m3.png
Scale: 1.5 px per um. Cells faint in the background.
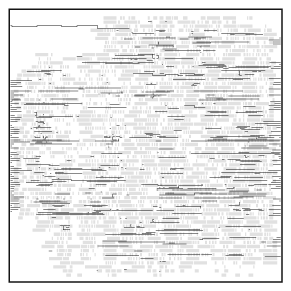
congestion_map.png
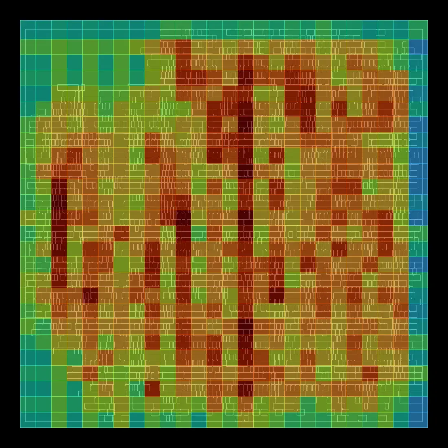
clock_wires.png
Scale: 2 px per um.
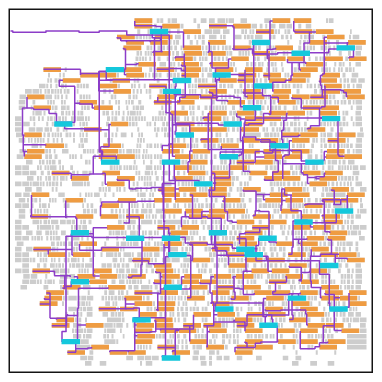
==> config.mk <==
export PLATFORM = sky130hd
export DESIGN_NAME = fetch_unit
export DESIGN_NICKNAME = d
export VERILOG_FILES = /design/src/rtl/fetch_pkg.sv /design/src/rtl/fetch_fifo.sv /design/src/rtl/fetch_unit.sv
export SDC_FILE = /design/constraint.sdc
export NUM_CORES = 1
export LEC_CHECK = 0
export ABC_AREA = 1
export CORE_MARGIN = 2
export CORE_UTILIZATION = 53
export CTS_CLUSTER_SIZE = 10
export DETAILED_ROUTE_END_ITERATION = 8
export GPL_TIMING_DRIVEN = 0
export PLACE_DENSITY = 0.79
export SYNTH_ARGS = -nofsm -noshare
export SYNTH_HDL_FRONTEND = slang
export SYNTH_SLANG_ARGS = --single-unit
export TNS_END_PERCENT = 30
==> constraint.sdc <==
create_clock -name clock -period 3.1 [get_ports clock]
set_input_delay 0.62 -clock clock [delete_from_list [all_inputs] [get_ports clock]]
set_output_delay 0.62 -clock clock [all_outputs]
set_load 0.03 [all_outputs]
==> src/rtl/fetch_pkg.sv <==
// Shared types and helpers for the instruction-fetch front end.
// The fetch queue entry carries the PC, the raw instruction word and the JAL-predecode flag.
package fetch_pkg;

  localparam int XLEN_W     = 32;
  localparam int INSN_BYTES = 4;

  localparam logic [6:0] OP_JAL = 7'b1101111;

  typedef struct packed {
    logic [XLEN_W-1:0] pc;
    logic [XLEN_W-1:0] insn;
    logic              jal_pred;
  } fetch_entry_t;

  // Takes insn[31:12] and rebuilds the sign-extended, byte-granular J-type offset.
  function automatic logic [XLEN_W-1:0] j_imm(input logic [19:0] hi);
    return {{12{hi[19]}}, hi[7:0], hi[8], hi[18:9], 1'b0};
  endfunction

endpackage

==> src/rtl/fetch_fifo.sv <==
// DEPTH-entry prefetch queue of fetch_entry_t with push, pop and synchronous flush.
// Flush wins over a same-cycle push; a pop on an empty queue is ignored.
module fetch_fifo
  import fetch_pkg::*;
#(
  parameter int DEPTH = 4
) (
  input  logic                       clock,
  input  logic                       reset,
  input  logic                       push,
  input  fetch_entry_t               push_entry,
  input  logic                       pop,
  input  logic                       flush,
  output fetch_entry_t               head,
  output logic [$clog2(DEPTH+1)-1:0] count
);

  localparam int PW = $clog2(DEPTH);
  localparam int CW = $clog2(DEPTH + 1);

  fetch_entry_t  mem_q [DEPTH];
  fetch_entry_t  mem_d [DEPTH];
  logic [PW-1:0] wr_ptr_q, wr_ptr_d;
  logic [PW-1:0] rd_ptr_q, rd_ptr_d;
  logic [CW-1:0] count_q, count_d;
  logic          do_pop;

  always_comb begin
    mem_d    = mem_q;
    wr_ptr_d = wr_ptr_q;
    rd_ptr_d = rd_ptr_q;
    count_d  = count_q;
    do_pop   = pop && (count_q != '0);
    if (flush) begin
      wr_ptr_d = '0;
      rd_ptr_d = '0;
      count_d  = '0;
    end else begin
      if (push) begin
        mem_d[wr_ptr_q] = push_entry;
        wr_ptr_d        = wr_ptr_q + PW'(1);
      end
      if (do_pop) begin
        rd_ptr_d = rd_ptr_q + PW'(1);
      end
      case ({push, do_pop})
        2'b10:   count_d = count_q + CW'(1);
        2'b01:   count_d = count_q - CW'(1);
        default: count_d = count_q;
      endcase
    end
  end

  always_ff @(posedge clock or negedge reset) begin
    if (!reset) begin
      for (int i = 0; i < DEPTH; i++) begin
        mem_q[i] <= '0;
      end
      wr_ptr_q <= '0;
      rd_ptr_q <= '0;
      count_q  <= '0;
    end else begin
      mem_q    <= mem_d;
      wr_ptr_q <= wr_ptr_d;
      rd_ptr_q <= rd_ptr_d;
      count_q  <= count_d;
    end
  end

  // The credit rule upstream must make a push into a full, non-draining queue impossible.
  always @(posedge clock) begin
    if (reset) begin
      assert (!(push && !flush && !do_pop && (count_q == CW'(DEPTH))));
    end
  end

  assign head  = mem_q[rd_ptr_q];
  assign count = count_q;

endmodule

==> src/rtl/fetch_unit.sv <==
// Instruction-fetch front end: PC generator, variable-latency imem interface and prefetch queue.
// Optional JAL predecode (fetch follows JALs itself) is enabled by defining FETCH_JAL_PREDECODE_EN.
module fetch_unit
  import fetch_pkg::*;
#(
  parameter logic [31:0] BASE_ADDR = 32'h01000000,
  parameter int          XLEN      = 32,
  parameter int          DEPTH     = 4
) (
  input  logic            clock,
  input  logic            reset,
  output logic            imem_req_valid,
  input  logic            imem_req_ready,
  output logic [XLEN-1:0] imem_req_addr,
  input  logic            imem_resp_valid,
  input  logic [XLEN-1:0] imem_resp_data,
  input  logic            redirect_valid,
  input  logic [XLEN-1:0] redirect_pc,
  output logic            insn_valid,
  output logic [XLEN-1:0] insn,
  output logic [XLEN-1:0] insn_pc,
  output logic            insn_jal_pred,
  input  logic            dec_ready
);

  localparam int CW = $clog2(DEPTH + 1);

  logic [XLEN-1:0] fetch_pc_q, fetch_pc_d;
  logic [XLEN-1:0] resp_pc_q, resp_pc_d;
  logic [CW-1:0]   outstanding_q, outstanding_d;
  logic [CW-1:0]   drop_cnt_q, drop_cnt_d;
  logic [CW-1:0]   count;
  logic [CW:0]     in_use;
  logic            credit_ok;
  logic            req_fire;
  logic            resp_keep;
  logic            jal_hit;
  logic            fifo_push;
  logic            fifo_pop;
  fetch_entry_t    push_entry;
  fetch_entry_t    head;

  // Queued plus in-flight entries may never exceed DEPTH, so every response has a slot.
  assign in_use    = {1'b0, count} + {1'b0, outstanding_q};
  assign credit_ok = in_use < (CW+1)'(DEPTH);
  assign resp_keep = imem_resp_valid && (drop_cnt_q == '0);

`ifdef FETCH_JAL_PREDECODE_EN
  assign jal_hit = resp_keep && (imem_resp_data[6:0] == OP_JAL);
`else
  assign jal_hit = 1'b0;
`endif

  assign imem_req_valid = reset && credit_ok && !redirect_valid && !jal_hit;
  assign imem_req_addr  = fetch_pc_q;
  assign req_fire       = imem_req_valid && imem_req_ready;

  assign insn_valid = (count != '0);
  assign fifo_pop   = insn_valid && dec_ready && !redirect_valid;

  always_comb begin
    fetch_pc_d    = fetch_pc_q;
    resp_pc_d     = resp_pc_q;
    drop_cnt_d    = drop_cnt_q;
    outstanding_d = outstanding_q + CW'(req_fire) - CW'(imem_resp_valid);
    fifo_push     = 1'b0;
    push_entry    = '{pc: resp_pc_q, insn: imem_resp_data, jal_pred: jal_hit};
    if (req_fire) begin
      fetch_pc_d = fetch_pc_q + XLEN'(INSN_BYTES);
    end
    if (imem_resp_valid) begin
      if (drop_cnt_q != '0) begin
        drop_cnt_d = drop_cnt_q - CW'(1);
      end else begin
        fifo_push = 1'b1;
        resp_pc_d = resp_pc_q + XLEN'(INSN_BYTES);
      end
    end
    // A followed JAL keeps the queue but squashes everything fetched past it.
    if (jal_hit) begin
      fetch_pc_d = resp_pc_q + j_imm(imem_resp_data[31:12]);
      resp_pc_d  = fetch_pc_d;
      drop_cnt_d = outstanding_q - CW'(1);
    end
    if (redirect_valid) begin
      fifo_push  = 1'b0;
      fetch_pc_d = redirect_pc;
      resp_pc_d  = redirect_pc;
      drop_cnt_d = outstanding_q - CW'(imem_resp_valid);
    end
  end

  always_ff @(posedge clock or negedge reset) begin
    if (!reset) begin
      fetch_pc_q    <= XLEN'(BASE_ADDR);
      resp_pc_q     <= XLEN'(BASE_ADDR);
      outstanding_q <= '0;
      drop_cnt_q    <= '0;
    end else begin
      fetch_pc_q    <= fetch_pc_d;
      resp_pc_q     <= resp_pc_d;
      outstanding_q <= outstanding_d;
      drop_cnt_q    <= drop_cnt_d;
    end
  end

  always @(posedge clock) begin
    if (reset) begin
      assert (!(imem_resp_valid && (outstanding_q == '0)));
    end
  end

  fetch_fifo #(
    .DEPTH (DEPTH)
  ) u_fifo (
    .clock      (clock),
    .reset      (reset),
    .push       (fifo_push),
    .push_entry (push_entry),
    .pop        (fifo_pop),
    .flush      (redirect_valid),
    .head       (head),
    .count      (count)
  );

  assign insn          = insn_valid ? head.insn : '0;
  assign insn_pc       = insn_valid ? head.pc : '0;
  assign insn_jal_pred = insn_valid && head.jal_pred;

endmodule
==> impl_metrics.csv <==
group,metric,value,unit
global_routing,grt_pass1_wl,80800,um
cells_and_area,regMostFlops,"u_fifo.mem_q",
floorplan,ios,169,
synthesis,syn-cell-area,16600,um^2
placement,dpl_cell_area,18800,um^2
critical_path,path_max_fanout,10,
placement,gp_congestion,0.939,
run_status,violations,"hold timing",
clock_network,cts-root-buf,"clkbuf_16",
run_status,status,"finished with violations",
synthesis,synth_top_area_share,50.0,%
power,pg_clk,4.22,mW
timing,hold_ws,-0.0201,ns
global_routing,grt_pass1_vias,15401,
critical_path,crit_slowest_cell,"dfrtp_1",
clock_network,cts_tree,"built",
power,pg_seq,6.13,mW
timing,tns,0,ns
critical_path,crit_path_cell_trace,"inv_2 > buf_4 > clkbuf_8 > clkbuf_4 > o21ai_0 > a21oi_1 > clkdlybuf4s15_2",
cells_and_area,syn2layout_area_growth,20.2,%
power,comb-power,6.35,mW
power,combPwrFrac,38.0,%
timing,layout_min_cycle_time,3.07,ns
critical_path,rr_worst_depth,10,
critical_path,cp_top_family,"buffers and inverters",
timing,hold_viol_final,12,
cells_and_area,fillers,2590,
clock_network,numCtsBuffers,40,
cells_and_area,largest_reg_flops,256,
Back to the opening pictures, m3.png:
nets with wire on the layer	362
share of all routed wire	8.5%
wire length on this layer	4280 um
longest straight run	58.9 um

Back to the opening pictures, congestion_map.png:
Util after Layout: 64.9%
GR met1 Demand/Resource: 40.5%
GRT Max-Usage Layer: met2

Back to the opening pictures, clock_wires.png:
[purple] clock wires | length: 4240 um
[cyan] clock-net drivers | count: 40
[orange] flip-flops | count: 333
flops lie	spread over the die

## cell usage in the layout (no fill, tap or decap), drive strengths merged, types with 21 or more instances in the layout
cell type / count
o21ai: 425
clkbuf: 106
nand3: 75
buf: 89
xor2: 21
a21oi: 76
dlygate4sd2: 41
clkdlybuf4s50: 101
nand2: 533
dfrtp: 331
nor2: 342
inv: 139
## layout make-up
class / count / area (um^2) / area share, %
Clock buffer: 50 / 1110 / 5.58
Timing Repair Buffer: 172 / 1650 / 8.30
Multi-Input combinational cell: 1547 / 7140 / 35.9
Buffer: 122 / 623 / 3.13
Clock inverter: 2 / 25.0 / 0.126
Sequential cell: 333 / 8340 / 41.9
Tap cell: 396 / 495 / 2.49
Inverter: 139 / 524 / 2.63
## synth_stat cells, drive strengths merged
library cell	n
xor2	21
ha	14
nand3	75
o21ai	425
a31oi	2
dfstp	2
a22oi	2
fa	2
a21oi	76
nand2	533
xnor2	3
o211ai	15
conb	1
dfrtp	331
nand4	10
o22ai	1
nor2	342
clkbuf	30
inv	139
buf	92
nand3b	3
o221ai	2
nor3	20
## per-stage QoR
step,setup slack [ns],total power [mW],hold slack (ns)
after floorplan,0.599,10.2,0.324
after global placement,-12.94,12.5,0.460
after detailed placement,-0.307,12.7,0.463
after CTS,0.00127,16.7,0.000344
after global routing,-0.0221,17.7,0.0168
final,0.0332,16.7,-0.0201
## layer usage
| metal | vias to the layer above | part of all wire [%] |
|---|---|---|
| li1 | 7342 | - |
| met1 | 7521 | 40 |
| met2 | 804 | 47 |
| met3 | 143 | 8.5 |
| met4 | 0 | 4.4 |
| met5 | - | 0 |
## kinds of logic after synthesis
family	Yosys count	synth area share (%)
compound gates	523	16.1
xor+xnor	24	1.27
fa+ha+maj	16	1.30
buf+inv	261	6.62
flops	333	50.3
other cells	1	0.0226
simple gates	983	24.3
Power is estimated from default activity; no workload was simulated.
